==> images/logic_types.png <==
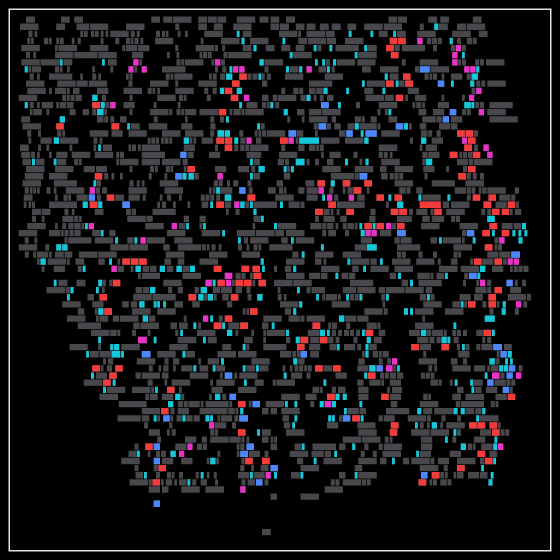
==> images/layer_met2.png <==
The bar under the picture is 50 um long.
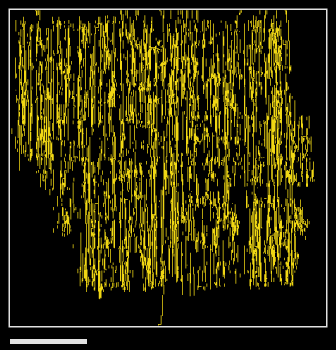
==> images/layer_met3.png <==
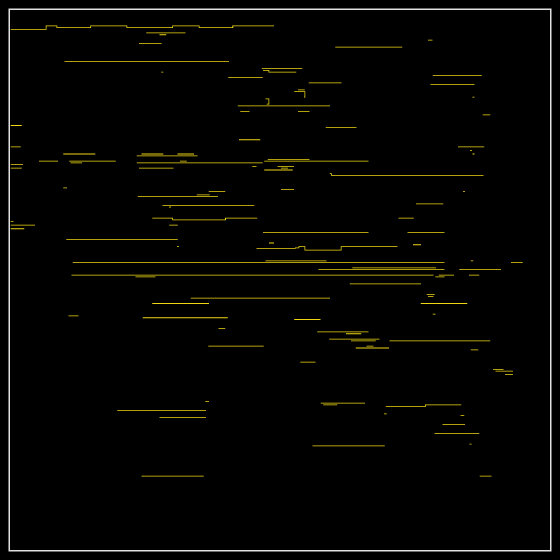
==> images/io_fan.png <==
The bar under the picture is 50 um long.
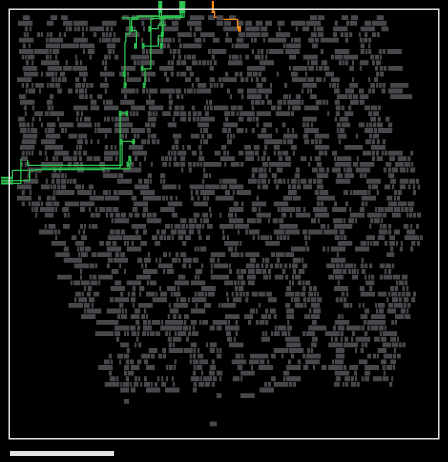
$ cat config.mk
export PLATFORM = sky130hd
export DESIGN_NAME = trapezoid_raster_gen2_flat
export DESIGN_NICKNAME = d
export VERILOG_FILES = /design/src/rtl/trapezoid_pkg.sv /design/src/rtl/trapezoid_raster_gen2_if.sv /design/src/rtl/trap_edge_div.sv /design/src/rtl/trapezoid_raster_gen2.sv /design/src/flat_wrapper.sv
export SDC_FILE = /design/constraint.sdc
export NUM_CORES = 1
export LEC_CHECK = 0
export CAP_MARGIN = 15
export CELL_PAD_IN_SITES_DETAIL_PLACEMENT = 0
export CELL_PAD_IN_SITES_GLOBAL_PLACEMENT = 1
export CORE_MARGIN = 2
export CORE_UTILIZATION = 35
export CTS_CLUSTER_DIAMETER = 100
export DETAILED_ROUTE_END_ITERATION = 8
export HOLD_SLACK_MARGIN = 0.03
export PLACE_DENSITY = 0.66
export SYNTH_ARGS = -nofsm -noshare
export SYNTH_HDL_FRONTEND = slang
export SYNTH_SLANG_ARGS = --single-unit
$ cat constraint.sdc
create_clock -name clk -period 4.74 [get_ports clk]
set_input_delay 0.474 -clock clk [delete_from_list [all_inputs] [get_ports clk]]
set_output_delay 0.474 -clock clk [all_outputs]
set_load 0.05 [all_outputs]
$ cat src/rtl/trapezoid_pkg.sv
// Shared types for the trapezoid raster engine.
// Holds the FSM state encoding, the default-width coordinate and edge types,
// and the divider cycle count. The default build has TRAP_PIXCNT_EN undefined;
// defining it adds the pix_cnt output to the interface and the top.
package trapezoid_pkg;

    localparam int CW_DEF  = 8;
    localparam int DIV_CYC = CW_DEF + 1;

    typedef logic [CW_DEF-1:0]      coord_t;
    typedef logic signed [CW_DEF:0] edge_t;

    typedef enum logic [2:0] {
        S_IDLE  = 3'd0,
        S_LOAD  = 3'd1,
        S_CHECK = 3'd2,
        S_DIV_L = 3'd3,
        S_DIV_R = 3'd4,
        S_ROW   = 3'd5,
        S_EMIT  = 3'd6,
        S_DONE  = 3'd7
    } state_t;

    // One iteration per quotient bit; quotients are cw+1 bits wide.
    function automatic int div_cycles(input int cw);
        return cw + 1;
    endfunction

endpackage

$ cat src/rtl/trapezoid_raster_gen2_if.sv
// Handshake bundle between vertex source / frame writer and the raster engine.
// master: the environment (drives nt, xi, yi, po_ready).
// slave : the engine (drives busy, po, xo, yo, err and, with TRAP_PIXCNT_EN, pix_cnt).
interface trapezoid_raster_gen2_if #(parameter int CW = 8);

    logic          nt;
    logic [CW-1:0] xi;
    logic [CW-1:0] yi;
    logic          po_ready;
    logic          busy;
    logic          po;
    logic [CW-1:0] xo;
    logic [CW-1:0] yo;
    logic          err;
`ifdef TRAP_PIXCNT_EN
    logic [2*CW:0] pix_cnt;

    modport master (output nt, xi, yi, po_ready, input busy, po, xo, yo, err, pix_cnt);
    modport slave  (input nt, xi, yi, po_ready, output busy, po, xo, yo, err, pix_cnt);
`else
    modport master (output nt, xi, yi, po_ready, input busy, po, xo, yo, err);
    modport slave  (input nt, xi, yi, po_ready, output busy, po, xo, yo, err);
`endif

endinterface

$ cat src/rtl/trap_edge_div.sv
// Sequential restoring signed floor divider for one trapezoid edge.
// Ports: clk, reset (sync, active-low); start loads dx/dy; done pulses one
// cycle after CW+1 iterations, when q = floor(dx/dy) and r in [0,dy) are valid
// (q/r hold until the next start). dy must be positive.
module trap_edge_div
    import trapezoid_pkg::*;
#(
    parameter int CW = 8
) (
    input  logic                clk,
    input  logic                reset,
    input  logic                start,
    input  logic signed [CW:0]  dx,
    input  logic signed [CW:0]  dy,
    output logic                done,
    output logic signed [CW:0]  q,
    output logic signed [CW:0]  r
);

    localparam int N    = div_cycles(CW);
    localparam int CNTW = $clog2(N) + 1;

    logic            r_run;
    logic            r_done;
    logic            r_neg;
    logic [CNTW-1:0] r_cnt;
    logic [N-1:0]    r_quo;
    logic [N-1:0]    r_rem;
    logic [N-1:0]    r_dy;

    logic [N:0]      w_shift;
    logic            w_ge;
    logic [N-1:0]    w_rem_nxt;
    logic [N-1:0]    w_quo_nxt;

    // One restoring step on the magnitude, plus floor fix-up for negative dx.
    always_comb begin
        w_shift   = {r_rem, r_quo[N-1]};
        w_ge      = (w_shift >= {1'b0, r_dy});
        w_quo_nxt = {r_quo[N-2:0], w_ge};
        if (w_ge) begin
            w_rem_nxt = N'(w_shift - {1'b0, r_dy});
        end else begin
            w_rem_nxt = w_shift[N-1:0];
        end
        // Truncated magnitude result becomes floor: a non-zero remainder on a
        // negative dividend pulls q down by one and reflects r into [0,dy).
        if (!r_neg) begin
            q = $signed(r_quo);
            r = $signed(r_rem);
        end else if (r_rem == {N{1'b0}}) begin
            q = -$signed(r_quo);
            r = {N{1'b0}};
        end else begin
            q = -$signed(r_quo) - N'(1);
            r = $signed(r_dy - r_rem);
        end
    end

    // Iteration counter and quotient/remainder registers.
    always_ff @(posedge clk) begin
        if (!reset) begin
            r_run  <= 1'b0;
            r_done <= 1'b0;
            r_neg  <= 1'b0;
            r_cnt  <= {CNTW{1'b0}};
            r_quo  <= {N{1'b0}};
            r_rem  <= {N{1'b0}};
            r_dy   <= {N{1'b0}};
        end else begin
            r_done <= 1'b0;
            if (start) begin
                r_run <= 1'b1;
                r_neg <= dx[CW];
                r_cnt <= {CNTW{1'b0}};
                r_quo <= dx[CW] ? $unsigned(-dx) : $unsigned(dx);
                r_rem <= {N{1'b0}};
                r_dy  <= $unsigned(dy);
            end else if (r_run) begin
                r_quo <= w_quo_nxt;
                r_rem <= w_rem_nxt;
                if (r_cnt == CNTW'(N - 1)) begin
                    r_run  <= 1'b0;
                    r_done <= 1'b1;
                end else begin
                    r_cnt <= r_cnt + CNTW'(1);
                end
            end else begin
                r_run <= 1'b0;
            end
        end
    end

    assign done = r_done;

endmodule

$ cat src/rtl/trapezoid_raster_gen2.sv
// Second-generation trapezoid raster engine.
// Loads UL, UR, DL, DR over four cycles starting at nt, divides both edges once,
// then walks rows with an integer DDA and emits every pixel of each row span
// over a po/po_ready handshake. yd>yu is rejected with a one-cycle err pulse.
// Ports: clk, reset (sync, active-low), bus (slave modport: nt, xi, yi,
// po_ready in; busy, po, xo, yo, err out). TOP_DOWN selects row order.
// Optional macro TRAP_PIXCNT_EN adds the pix_cnt pixel counter output.
module trapezoid_raster_gen2
    import trapezoid_pkg::*;
#(
    parameter int CW       = 8,
    parameter int TOP_DOWN = 0
) (
    input  logic                    clk,
    input  logic                    reset,
    trapezoid_raster_gen2_if.slave  bus
);

    typedef logic signed [CW:0]   sedge_t;
    typedef logic signed [CW+1:0] acc_t;
    typedef struct packed {
        acc_t a;
        acc_t b;
    } dda_t;

    state_t        r_state;
    logic [1:0]    r_ld_cnt;
    logic [CW-1:0] r_xul, r_xur, r_xdl, r_xdr, r_yu, r_yd;
    logic [CW-1:0] r_row, r_x, r_xr, r_xo, r_yo;
    sedge_t        r_dy, r_qL, r_rL, r_qR, r_rR, r_div_dx;
    dda_t          r_eL, r_eR;
    logic          r_div_start, r_busy, r_po, r_err;

    logic          w_div_done;
    sedge_t        w_div_q, w_div_r;
    dda_t          w_eL_nxt, w_eR_nxt;
    acc_t          w_xl;
    logic          w_empty, w_last_row, w_hs;
    logic [CW-1:0] w_row_nxt;

    // Advance one edge by one row; the remainder stays in [0,dy) by carry/borrow.
    function automatic dda_t dda_step(dda_t cur, sedge_t qs, sedge_t rs, sedge_t dys);
        dda_t nxt;
        nxt = cur;
        if (TOP_DOWN != 0) begin
            nxt.a = cur.a - acc_t'(qs);
            nxt.b = cur.b - acc_t'(rs);
            if (nxt.b < acc_t'(0)) begin
                nxt.b = nxt.b + acc_t'(dys);
                nxt.a = nxt.a - acc_t'(1);
            end else begin
                nxt.a = nxt.a;
            end
        end else begin
            nxt.a = cur.a + acc_t'(qs);
            nxt.b = cur.b + acc_t'(rs);
            if (nxt.b >= acc_t'(dys)) begin
                nxt.b = nxt.b - acc_t'(dys);
                nxt.a = nxt.a + acc_t'(1);
            end else begin
                nxt.a = nxt.a;
            end
        end
        return nxt;
    endfunction

    trap_edge_div #(.CW(CW)) u_div (
        .clk   (clk),
        .reset (reset),
        .start (r_div_start),
        .dx    (r_div_dx),
        .dy    (r_dy),
        .done  (w_div_done),
        .q     (w_div_q),
        .r     (w_div_r)
    );

    // Next-row edge state, current span and handshake decode.
    always_comb begin
        w_eL_nxt   = dda_step(r_eL, r_qL, r_rL, r_dy);
        w_eR_nxt   = dda_step(r_eR, r_qR, r_rR, r_dy);
        // Left bound rounds up, right bound rounds down.
        w_xl       = r_eL.a + ((r_eL.b != acc_t'(0)) ? acc_t'(1) : acc_t'(0));
        w_empty    = (w_xl > r_eR.a);
        w_last_row = (r_row == ((TOP_DOWN != 0) ? r_yd : r_yu));
        w_row_nxt  = (TOP_DOWN != 0) ? (r_row - CW'(1)) : (r_row + CW'(1));
        w_hs       = r_po && bus.po_ready;
    end

    // Main control FSM with registered outputs.
    always_ff @(posedge clk) begin
        if (!reset) begin
            r_state     <= S_IDLE;
            r_ld_cnt    <= 2'd0;
            {r_xul, r_xur, r_xdl, r_xdr, r_yu, r_yd} <= {(6*CW){1'b0}};
            {r_row, r_x, r_xr, r_xo, r_yo}           <= {(5*CW){1'b0}};
            {r_dy, r_qL, r_rL, r_qR, r_rR, r_div_dx} <= {(6*(CW+1)){1'b0}};
            r_eL        <= {(2*(CW+2)){1'b0}};
            r_eR        <= {(2*(CW+2)){1'b0}};
            r_div_start <= 1'b0;
            r_busy      <= 1'b0;
            r_po        <= 1'b0;
            r_err       <= 1'b0;
        end else begin
            r_div_start <= 1'b0;
            r_err       <= 1'b0;
            case (r_state)
                S_IDLE: begin
                    if (bus.nt) begin
                        r_xul    <= bus.xi;
                        r_yu     <= bus.yi;
                        r_ld_cnt <= 2'd0;
                        r_busy   <= 1'b1;
                        r_state  <= S_LOAD;
                    end else begin
                        r_busy   <= 1'b0;
                    end
                end
                S_LOAD: begin
                    case (r_ld_cnt)
                        2'd0:    r_xur <= bus.xi;
                        2'd1:    begin r_xdl <= bus.xi; r_yd <= bus.yi; end
                        default: r_xdr <= bus.xi;
                    endcase
                    r_ld_cnt <= r_ld_cnt + 2'd1;
                    if (r_ld_cnt == 2'd2) begin
                        r_state <= S_CHECK;
                    end else begin
                        r_state <= S_LOAD;
                    end
                end
                S_CHECK: begin
                    r_dy <= $signed({1'b0, r_yu}) - $signed({1'b0, r_yd});
                    if (r_yd > r_yu) begin
                        r_err   <= 1'b1;
                        r_state <= S_DONE;
                    end else if (r_yd == r_yu) begin
                        // Flat shape: one row spanning the bottom pair, no division.
                        r_eL    <= '{a: acc_t'({2'b00, r_xdl}), b: acc_t'(0)};
                        r_eR    <= '{a: acc_t'({2'b00, r_xdr}), b: acc_t'(0)};
                        r_row   <= r_yd;
                        r_state <= S_ROW;
                    end else begin
                        r_div_dx    <= $signed({1'b0, r_xul}) - $signed({1'b0, r_xdl});
                        r_div_start <= 1'b1;
                        r_state     <= S_DIV_L;
                    end
                end
                S_DIV_L: begin
                    if (w_div_done) begin
                        r_qL        <= w_div_q;
                        r_rL        <= w_div_r;
                        r_div_dx    <= $signed({1'b0, r_xur}) - $signed({1'b0, r_xdr});
                        r_div_start <= 1'b1;
                        r_state     <= S_DIV_R;
                    end else begin
                        r_state     <= S_DIV_L;
                    end
                end
                S_DIV_R: begin
                    if (w_div_done) begin
                        r_qR <= w_div_q;
                        r_rR <= w_div_r;
                        if (TOP_DOWN != 0) begin
                            r_eL  <= '{a: acc_t'({2'b00, r_xul}), b: acc_t'(0)};
                            r_eR  <= '{a: acc_t'({2'b00, r_xur}), b: acc_t'(0)};
                            r_row <= r_yu;
                        end else begin
                            r_eL  <= '{a: acc_t'({2'b00, r_xdl}), b: acc_t'(0)};
                            r_eR  <= '{a: acc_t'({2'b00, r_xdr}), b: acc_t'(0)};
                            r_row <= r_yd;
                        end
                        r_state <= S_ROW;
                    end else begin
                        r_state <= S_DIV_R;
                    end
                end
                S_ROW: begin
                    if (w_empty) begin
                        if (w_last_row) begin
                            r_state <= S_DONE;
                        end else begin
                            r_eL    <= w_eL_nxt;
                            r_eR    <= w_eR_nxt;
                            r_row   <= w_row_nxt;
                            r_state <= S_ROW;
                        end
                    end else begin
                        r_x     <= w_xl[CW-1:0];
                        r_xr    <= r_eR.a[CW-1:0];
                        r_xo    <= w_xl[CW-1:0];
                        r_yo    <= r_row;
                        r_po    <= 1'b1;
                        r_state <= S_EMIT;
                    end
                end
                S_EMIT: begin
                    if (w_hs) begin
                        if (r_x == r_xr) begin
                            r_po <= 1'b0;
                            if (w_last_row) begin
                                r_state <= S_DONE;
                            end else begin
                                r_eL    <= w_eL_nxt;
                                r_eR    <= w_eR_nxt;
                                r_row   <= w_row_nxt;
                                r_state <= S_ROW;
                            end
                        end else begin
                            r_x  <= r_x + CW'(1);
                            r_xo <= r_x + CW'(1);
                        end
                    end else begin
                        r_state <= S_EMIT;
                    end
                end
                S_DONE: begin
                    r_po    <= 1'b0;
                    r_busy  <= 1'b0;
                    r_state <= S_IDLE;
                end
                default: begin
                    r_po    <= 1'b0;
                    r_busy  <= 1'b0;
                    r_state <= S_IDLE;
                end
            endcase
        end
    end

    assign bus.busy = r_busy;
    assign bus.po   = r_po;
    assign bus.xo   = r_xo;
    assign bus.yo   = r_yo;
    assign bus.err  = r_err;

`ifdef TRAP_PIXCNT_EN
    logic [2*CW:0] r_pix_cnt;

    // Pixel counter: cleared on an accepted nt, counts handshakes, holds after.
    always_ff @(posedge clk) begin
        if (!reset) begin
            r_pix_cnt <= {(2*CW+1){1'b0}};
        end else if ((r_state == S_IDLE) && bus.nt) begin
            r_pix_cnt <= {(2*CW+1){1'b0}};
        end else if (w_hs) begin
            r_pix_cnt <= r_pix_cnt + (2*CW+1)'(1);
        end else begin
            r_pix_cnt <= r_pix_cnt;
        end
    end

    assign bus.pix_cnt = r_pix_cnt;
`endif

endmodule

$ cat src/flat_wrapper.sv
// flat-port wrapper written by rule: the top's interface ports become plain ports
module trapezoid_raster_gen2_flat import trapezoid_pkg::*;
#(
    parameter int CW       = 8,
    parameter int TOP_DOWN = 0
)
  (clk, reset, bus_nt, bus_xi, bus_yi, bus_po_ready, bus_busy, bus_po, bus_xo, bus_yo, bus_err);
  trapezoid_raster_gen2_if #(.CW(CW)) bus_i ();
  input  logic clk;
  input  logic reset;
  input wire logic [$bits(bus_i.nt)-1:0] bus_nt;
  input wire logic [$bits(bus_i.xi)-1:0] bus_xi;
  input wire logic [$bits(bus_i.yi)-1:0] bus_yi;
  input wire logic [$bits(bus_i.po_ready)-1:0] bus_po_ready;
  output wire logic [$bits(bus_i.busy)-1:0] bus_busy;
  output wire logic [$bits(bus_i.po)-1:0] bus_po;
  output wire logic [$bits(bus_i.xo)-1:0] bus_xo;
  output wire logic [$bits(bus_i.yo)-1:0] bus_yo;
  output wire logic [$bits(bus_i.err)-1:0] bus_err;
  assign bus_i.nt = bus_nt;
  assign bus_i.xi = bus_xi;
  assign bus_i.yi = bus_yi;
  assign bus_i.po_ready = bus_po_ready;
  assign bus_busy = bus_i.busy;
  assign bus_po = bus_i.po;
  assign bus_xo = bus_i.xo;
  assign bus_yo = bus_i.yo;
  assign bus_err = bus_i.err;
  trapezoid_raster_gen2 #(.CW(CW), .TOP_DOWN(TOP_DOWN)) u_core (.clk(clk), .reset(reset), .bus(bus_i));
endmodule
==> notes.md <==
Here are the numbers from the latest Yosys + OpenROAD run.

Looking at the hold checks, the worst path lands on u_core.r_xul[0]. Before antenna repair, the detailed router went through 5 iterations. The number of nets at floorplan came out at around 2.0k. The proportion of cell area occupied by multi-input gates is 56.7%. The multi-input combinational cells in the finished layout cover a total of between 9000 and 10000 sq um. The average cell area after synthesis came out at just under 8 sq um. The share of synthesized registers carrying an async set or reset is 0%. The number of instances resized during post-cts repair is 0. Together, buffers and inverters on the worst path number 1. In the global route stage, overall resource usage came out at about a fifth.

The path class of the tightest hold or removal check is reg -> reg. The worst slew margin relative to its limit is between 30% and 40%. Setup repair after global routing left no endpoint under its margin.

The cell area power density came out at 391 nW/um^2. The worst VDD IR drop from the latest analysis is approximately 0.00027 V. In this run, CTS created clock tree buffers numbering 28.

The synthesized instance count is 1807. The slowest stage of the critical path belongs to the cell sky130_fd_sc_hd__fa_1. The finished layout reports a core utilization of between 30% and 40%. The sequential fraction of total cell area is 27.0%. The routed length per instance came out at approximately 18 um.

The required time of the worst setup path is approximately 5200 ps. The count of library flops with an enable pin came out at 0. According to the timing report, the critical path is captured at u_core.r_eR[19]. For met1 alone, demand over resource in global routing was approximately 28%. The number of synthesized register bits is around 220. The wire length on met2 came out at about 19 mm. The distinct cell type count of the synthesized netlist is 75. The average vias per placed instance came out at 5.29. The area of the synthesized netlist per yosys stat is 14300 sq um. The multiplexer area fraction after synthesis is 4.16%.

Per the post-route antenna check, the number of violating nets is 0. Per the GRT log, the top usage layer is met2. The capture point of the worst reg-to-reg path is u_core.r_eR[19]. The post-route worst setup slack is 494 ps. The initial DRC count is ~700.

The run finished with clean final reports. Per the final report, the share of cell area in clock cells is 6.11%. The final instance count without filler cells is between 2k and 2.5k. The maximum number of pins on one net before global-route repair came out at approximately 100. Per the detail_route log, the uppermost layer with routed signals is met4.

The final-layout fill cell count is between 4k and 5k.
-- logic_types.png (at the start) --
Key: cyan = nor cells [cells 287, where all over the die]; blue = non-inverting ao/oa cells [cells 44, where all over the die]; red = xor and xnor cells [cells 125]; magenta = and/or cells [cells 57, where all over the die]

-- layer_met2.png (at the start) --
1555 nets have wire on it. The layer holds 45% of the routed length.

-- layer_met3.png (at the start) --
The wires run mostly horizontal. The longest straight run is 142 um.
met3 Use GR: 3.12%
total detailed-routing wirelength: 41.6 mm
DR vias: 12.5k

-- io_fan.png (at the start) --
Key: orange = bus_po_ready [bits 1, direction input, end cells 1, buffers 1, wire 16.9 um]; green = bus_yi [bits 8, direction input, end cells 16, buffers 8, wire 459 um]
number of placed I/O pins: 39
quantity of I/O buffers inserted on ports: 38

[power breakdown]
group | total, uW | leakage, uW | switching [uW] | internal, uW
Clock | 2270 | 0.000487 | 842 | 1430
Combinational | 1960 | 0.00387 | 1190 | 778
Sequential | 2100 | 0.00176 | 157 | 1940
[Yosys cell counts, drive strengths merged (55+ instances only)]
| master | number | share of area (%) |
|---|---|---|
| mux2i | 55 | 3.8 |
| dfxtp | 218 | 30 |
| nand2 | 192 | 5.0 |
| a211oi | 56 | 3.0 |
| ha | 120 | 10 |
| a21oi | 167 | 5.9 |
| clkbuf | 63 | 1.7 |
| nand3 | 55 | 1.9 |
| inv | 112 | 2.9 |
| o21ai | 82 | 2.9 |
| xnor2 | 73 | 4.5 |
| nor2 | 195 | 5.2 |
No activity file was given, so power comes from the tool's default toggle rates.
